`src/rtl/serial_addsub_pkg.sv`:
```
// rtl/serial_addsub_pkg.sv - shared types and constants for the bit-serial adder/subtractor
package serial_addsub_pkg;

  typedef enum logic [1:0] {
    IDLE = 2'd0,
    RUN  = 2'd1,
    DONE = 2'd2
  } state_e;

  localparam logic MODE_ADD = 1'b0;
  localparam logic MODE_SUB = 1'b1;

endpackage

```
`src/rtl/serial_addsub_if.sv`:
```
// rtl/serial_addsub_if.sv - start/busy/done operand and result bundle
interface serial_addsub_if #(
  parameter int WIDTH = 8
);
  logic             start;
  logic             mode;
  logic [WIDTH-1:0] a;
  logic [WIDTH-1:0] b;
  logic             busy;
  logic             done;
  logic [WIDTH-1:0] result;
  logic             carry_out;

  modport master (
    output start, mode, a, b,
    input  busy, done, result, carry_out
  );

  modport slave (
    input  start, mode, a, b,
    output busy, done, result, carry_out
  );
endinterface

```
`src/rtl/serial_addsub_fa_cell.sv`:
```
// rtl/serial_addsub_fa_cell.sv - combinational 1-bit full adder
module fa_cell (
  input  logic x,
  input  logic y,
  input  logic cin,
  output logic s,
  output logic cout
);

  // Sum and carry of three input bits
  always_comb begin
    s    = x ^ y ^ cin;
    cout = (x & y) | (cin & (x ^ y));
  end

endmodule

```
`src/rtl/serial_addsub.sv`:
```
// rtl/serial_addsub.sv - bit-serial add/subtract, one operand bit per clock, LSB first
module serial_addsub
  import serial_addsub_pkg::*;
#(
  parameter int WIDTH = 8
) (
  input  logic            clk,
  input  logic            rst,
  serial_addsub_if.slave  bus
);

  localparam int CNT_W = (WIDTH > 1) ? $clog2(WIDTH) : 1;
  localparam logic [CNT_W-1:0] LAST_BIT = CNT_W'(WIDTH - 1);

  state_e           state_q, state_d;
  logic [WIDTH-1:0] a_sh_q, a_sh_d;
  logic [WIDTH-1:0] b_sh_q, b_sh_d;
  logic [WIDTH-1:0] res_sh_q, res_sh_d;
  logic [WIDTH-1:0] result_q, result_d;
  logic [CNT_W-1:0] cnt_q, cnt_d;
  logic             mode_q, mode_d;
  logic             carry_q, carry_d;
  logic             cout_q, cout_d;
  logic             accept;
  logic             fa_s, fa_cout;

  // Subtraction feeds the inverted b bit; the +1 comes from the initial carry
  fa_cell u_fa (
    .x    (a_sh_q[0]),
    .y    (b_sh_q[0] ^ mode_q),
    .cin  (carry_q),
    .s    (fa_s),
    .cout (fa_cout)
  );

  // State and datapath registers; reset clears everything including the visible result
  always_ff @(posedge clk) begin
    if (rst) begin
      state_q  <= IDLE;
      a_sh_q   <= '0;
      b_sh_q   <= '0;
      res_sh_q <= '0;
      result_q <= '0;
      cnt_q    <= '0;
      mode_q   <= 1'b0;
      carry_q  <= 1'b0;
      cout_q   <= 1'b0;
    end else begin
      state_q  <= state_d;
      a_sh_q   <= a_sh_d;
      b_sh_q   <= b_sh_d;
      res_sh_q <= res_sh_d;
      result_q <= result_d;
      cnt_q    <= cnt_d;
      mode_q   <= mode_d;
      carry_q  <= carry_d;
      cout_q   <= cout_d;
    end
  end

  // Next state and datapath: shift one bit per RUN cycle, publish result on entry to DONE
  always_comb begin
    state_d  = state_q;
    a_sh_d   = a_sh_q;
    b_sh_d   = b_sh_q;
    res_sh_d = res_sh_q;
    result_d = result_q;
    cnt_d    = cnt_q;
    mode_d   = mode_q;
    carry_d  = carry_q;
    cout_d   = cout_q;
    accept   = bus.start && (state_q == IDLE || state_q == DONE);

    case (state_q)
      RUN: begin
        res_sh_d = {fa_s, res_sh_q[WIDTH-1:1]};
        carry_d  = fa_cout;
        a_sh_d   = a_sh_q >> 1;
        b_sh_d   = b_sh_q >> 1;
        cnt_d    = cnt_q + CNT_W'(1);
        if (cnt_q == LAST_BIT) begin
          state_d  = DONE;
          result_d = {fa_s, res_sh_q[WIDTH-1:1]};
          cout_d   = (mode_q == MODE_SUB) ? ~fa_cout : fa_cout;
        end
      end
      DONE:    state_d = IDLE;
      IDLE:    state_d = IDLE;
      default: state_d = IDLE;
    endcase

    // Capture overrides the DONE->IDLE return so back-to-back operations lose no cycle
    if (accept) begin
      state_d  = RUN;
      a_sh_d   = bus.a;
      b_sh_d   = bus.b;
      mode_d   = bus.mode;
      carry_d  = (bus.mode == MODE_SUB);
      cnt_d    = '0;
      res_sh_d = '0;
    end
  end

  assign bus.busy      = (state_q == RUN);
  assign bus.done      = (state_q == DONE);
  assign bus.result    = result_q;
  assign bus.carry_out = cout_q;

endmodule

```
`src/flat_wrapper.sv`:
```
// flat-port wrapper written by rule: the top's interface ports become plain ports
module serial_addsub_flat import serial_addsub_pkg::*;
#(
  parameter int WIDTH = 8
)
  (clk, rst, bus_start, bus_mode, bus_a, bus_b, bus_busy, bus_done, bus_result, bus_carry_out);
  serial_addsub_if #(.WIDTH(WIDTH)) bus_i ();
  input  logic clk;
  input  logic rst;
  input wire logic [$bits(bus_i.start)-1:0] bus_start;
  input wire logic [$bits(bus_i.mode)-1:0] bus_mode;
  input wire logic [$bits(bus_i.a)-1:0] bus_a;
  input wire logic [$bits(bus_i.b)-1:0] bus_b;
  output wire logic [$bits(bus_i.busy)-1:0] bus_busy;
  output wire logic [$bits(bus_i.done)-1:0] bus_done;
  output wire logic [$bits(bus_i.result)-1:0] bus_result;
  output wire logic [$bits(bus_i.carry_out)-1:0] bus_carry_out;
  assign bus_i.start = bus_start;
  assign bus_i.mode = bus_mode;
  assign bus_i.a = bus_a;
  assign bus_i.b = bus_b;
  assign bus_busy = bus_i.busy;
  assign bus_done = bus_i.done;
  assign bus_result = bus_i.result;
  assign bus_carry_out = bus_i.carry_out;
  serial_addsub #(.WIDTH(WIDTH)) u_core (.clk(clk), .rst(rst), .bus(bus_i));
endmodule
```
`config.mk`:
```
export PLATFORM = sky130hd
export DESIGN_NAME = serial_addsub_flat
export DESIGN_NICKNAME = d
export VERILOG_FILES = /design/src/rtl/serial_addsub_pkg.sv /design/src/rtl/serial_addsub_if.sv /design/src/rtl/serial_addsub_fa_cell.sv /design/src/rtl/serial_addsub.sv /design/src/flat_wrapper.sv
export SDC_FILE = /design/constraint.sdc
export NUM_CORES = 1
export LEC_CHECK = 0
export ABC_CLOCK_PERIOD_IN_PS = 1700
export CORE_MARGIN = 2
export CORE_UTILIZATION = 50
export DETAILED_ROUTE_END_ITERATION = 7
export PLACE_DENSITY = 0.77
export SYNTH_ARGS = -nofsm -noshare
export SYNTH_HDL_FRONTEND = slang
export SYNTH_SLANG_ARGS = --single-unit
```
`constraint.sdc`:
```
create_clock -name clk -period 1.7 [get_ports clk]
set_clock_uncertainty 0.1 [all_clocks]
set_input_delay 0.255 -clock clk [delete_from_list [all_inputs] [get_ports clk]]
set_output_delay 0.255 -clock clk [all_outputs]
set_load 0.02 [all_outputs]
```
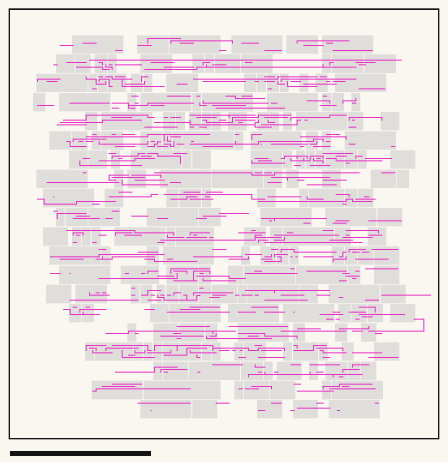
Run 1: M1 wires
The bar under the picture is 20 um long. Cells faint in the background.
- share of all routed wire: 44%
- longest straight run: 44.2 um
- nets with wire on the layer: 211
- main direction: horizontal
- wire length on this layer: 1520 um

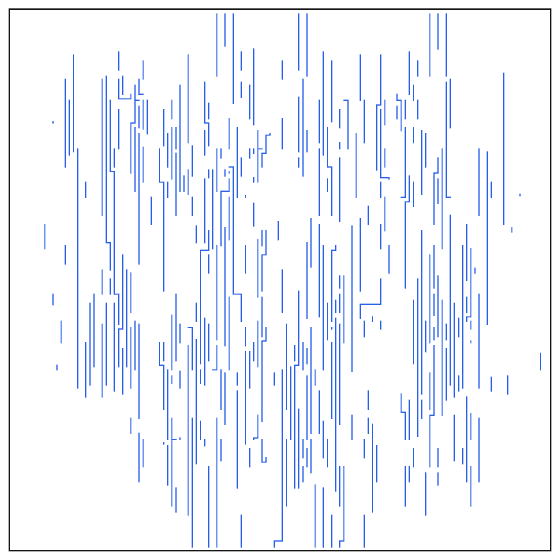
Run 1: M2 wires
- wire length on this layer: 1720 um
- share of all routed wire: 50%
- main direction: vertical
- nets with wire on the layer: 197

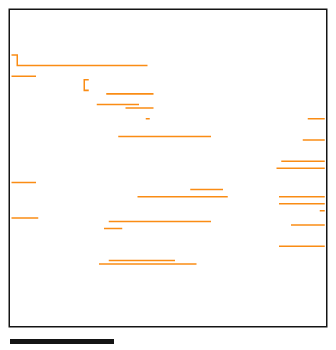
Run 1: M3 wires
The bar under the picture is 20 um long.
- nets with wire on the layer: 23
- main direction: horizontal
- wire length on this layer: 217 um

==> reports/results.ini, run 1 <==
[clocking]
postCtsHoldBufs = 0
cts_tree = built
cts_resized = 3
clock_sinks = 39
clk_path_buf_depth = 2
cts_max_level = 2
post_cts_buffers = 0

[setup_path]
worstSetupEndpointType = primary output
r2r_setup_slack_ps = 90
critical-path-top-delay-family = buffers and inverters
criticalPathCategory = reg2out
critPathMaxStageDelay_ps = 600
critPathSlowestCell = clkdlybuf4s50_1
r2r-start = u_core.cnt_q[0]
critPathCapture = bus_result[2]
cp_max_fo = 2
arrival_ps = 1270
r2r_end = u_core.bus.result[7]
crit_buf_inv = 1
critPathLaunchType = register
required_ps = 1340
critical_path_depth = 1

[logic_synthesis]
numSynthFlops = 39
ys_async_sr_fraction = 0
yosys_area_um2 = 1604
fa_ha_area_frac = 0.02808
syn_area_um2 = 1604
muxShareOfSynthArea = 0.01560
yosys_warnings = 0
topCellsByArea = dfxtp_1, nand2_1, a21oi_1, nor3_1, buf_6
edf_count = 0
synth_cell_types = 29
synth-main-ff-cell = dfxtp_1
synth-compound-area-share = 0.1661
ys_top_logic_family = simple AND/OR/NAND/NOR gates
ys_sh_xor = 0.01638
synth_top_area_share = 0.4867
yosysSeqAreaShare = 0.4867

[power]
power.share.clock = 0.339
ir_drop_v = 0.0005163
finalPower_uw = 1891
seq_power_share = 0.519
p_sw_uw = 455.6
p_clk_uw = 642
p_leak_uw = 0.0008460
p_sw_frac = 0.2409
pwr-share-comb = 0.141

[routing]
drt-pass1-iter-count = 4
drt-wirelength-per-cell_um = 13.37
met1_length_um = 1519
highest_layer = met4
finalWirelength_um = 3463
drt.antenna.violating_nets = 0
via_per_inst = 5.270

[layout]
comb_area_share = 0.3465
layout_top_cells = nand2_1, dfxtp_1, clkdlybuf4s50_1
nNonClkBuffers = 39
fin_cells = 259
largest_class = sequential cells
syn2layout_area_growth_pct = 26.52
clockBufferCount = 6
fin_area_um2 = 2029
seq_share = 0.3847
drive_gt1_frac = 0.1209
clock_area_frac = 0.04254
diodes = 0
logic_area_um2 = 703.2
logic_gate_count = 126
fin_nets = 237
final_core_util = 0.6648

[run]
tool_warnings = 26
maxCapViolCount = 0

[global_route]
met1_usage = 0.2467
overflow = 0
grt_use_met3 = 0.06397
grt_pass1_wl_um = 5616
track_usage = 0.2095
grt.busiest_layer = met2
grt_pass1_vias = 1282

[sta]
worstMarginPinSlew_ps = 388.6
worst_slack_ps = 70.25
post-route-period-util = 0.9587
maxSlewViolCount = 0
hold_viol = 0
min_period_ps = 1630
fin_setup_tns_ps = 0
holdWs_ps = 359.6
setup_viol_count_final = 0

[status]
status = finished clean

[place]
dp_slack_ps = 96.50
dpl_cell_area_um2 = 1936
place_inst = 251

[floorplan]
nWellTaps = 44
rows = 20
floorplanUtilization = 0.5254
die.size.y_um = 60.64
coreArea_um2 = 3053
dieArea_um2 = 3677

[min_path]
min_from = u_core.bus.carry_out

==> inputs of run 2 (changes only) <==
--- a/config.mk
+++ b/config.mk
@@ -8,7 +8,9 @@
 export ABC_CLOCK_PERIOD_IN_PS = 1700
 export CORE_MARGIN = 2
 export CORE_UTILIZATION = 50
+export CTS_CLUSTER_SIZE = 25
 export DETAILED_ROUTE_END_ITERATION = 7
+export GPL_TIMING_DRIVEN = 0
 export PLACE_DENSITY = 0.77
 export SYNTH_ARGS = -nofsm -noshare
 export SYNTH_HDL_FRONTEND = slang
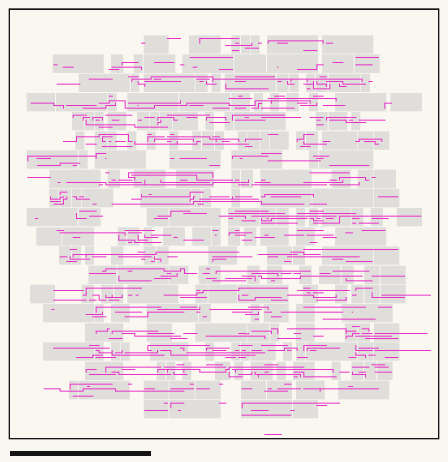
Run 2: M1 wires
The bar under the picture is 20 um long. Cells faint in the background.
- wire length on this layer: 1580 um
- share of all routed wire: 43%
- longest straight run: 21.2 um

==> run 2 against run 1 <==
  * Worst setup slack worse by 12 ps
  * Largest cell class unchanged
  * Highest routed layer unchanged
  * Clock power is 29% lower
  * Maximum frequency is 0.73% lower
==> reports/results.ini, run 2 <==
[status]
status = finished clean

[routing]
highest_layer = met4
drt-pass1-iter-count = 4
via_per_inst = 5.213
drt-wirelength-per-cell_um = 13.83
drt.antenna.violating_nets = 0
finalWirelength_um = 3637

[layout]
logic_area_um2 = 710.7
syn2layout_area_growth_pct = 26.91
layout_top_cells = nand2_1, dfxtp_1, clkdlybuf4s50_1
seq_share = 0.3860
nNonClkBuffers = 43
logic_gate_count = 126
largest_class = sequential cells
drive_gt1_frac = 0.1324
clock_area_frac = 0.02643
diodes = 0
fin_area_um2 = 2036

[logic_synthesis]
muxShareOfSynthArea = 0.01560
yosys_area_um2 = 1604
ys_top_logic_family = simple AND/OR/NAND/NOR gates
synth-compound-area-share = 0.1661
synth_top_area_share = 0.4867
ys_sh_xor = 0.01638
synth-main-ff-cell = dfxtp_1
ys_async_sr_fraction = 0
yosys_warnings = 0
edf_count = 0
fa_ha_area_frac = 0.02808

[setup_path]
critical_path_depth = 1
crit_buf_inv = 1
critPathMaxStageDelay_ps = 610
critical-path-top-delay-family = buffers and inverters
arrival_ps = 1290
required_ps = 1340
r2r_setup_slack_ps = 120
r2r-start = u_core.cnt_q[0]
critPathSlowestCell = clkdlybuf4s50_1
criticalPathCategory = reg2out

[clocking]
cts_tree = built
cts_resized = 13
clock_sinks = 39
cts_max_level = 2
postCtsHoldBufs = 0
clk_path_buf_depth = 2

[power]
p_sw_uw = 464.9
seq_power_share = 0.572
finalPower_uw = 1719
p_leak_uw = 0.0008258
ir_drop_v = 0.0005794

[place]
dp_slack_ps = -196.8
place_inst = 256

[sta]
post-route-period-util = 0.9657
fin_setup_tns_ps = 0
setup_viol_count_final = 0
worst_slack_ps = 58.23

[run]
maxCapViolCount = 0

[global_route]
overflow = 0
track_usage = 0.2211
grt.busiest_layer = met2
grt_use_met3 = 0.05970

[floorplan]
dieArea_um2 = 3677
die.size.y_um = 60.64
coreArea_um2 = 3053
nWellTaps = 44
floorplanUtilization = 0.5254

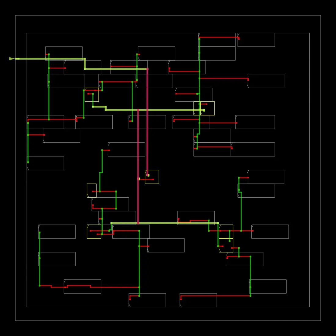
Run 2: the clock network
Power Clock: 456 uW
Worst-Skew Late Latency: 340 ps
TritonCTS Buffers: 5
clock buf count: 6

Power figures rest on the tool's default switching activity, not on a simulated workload.
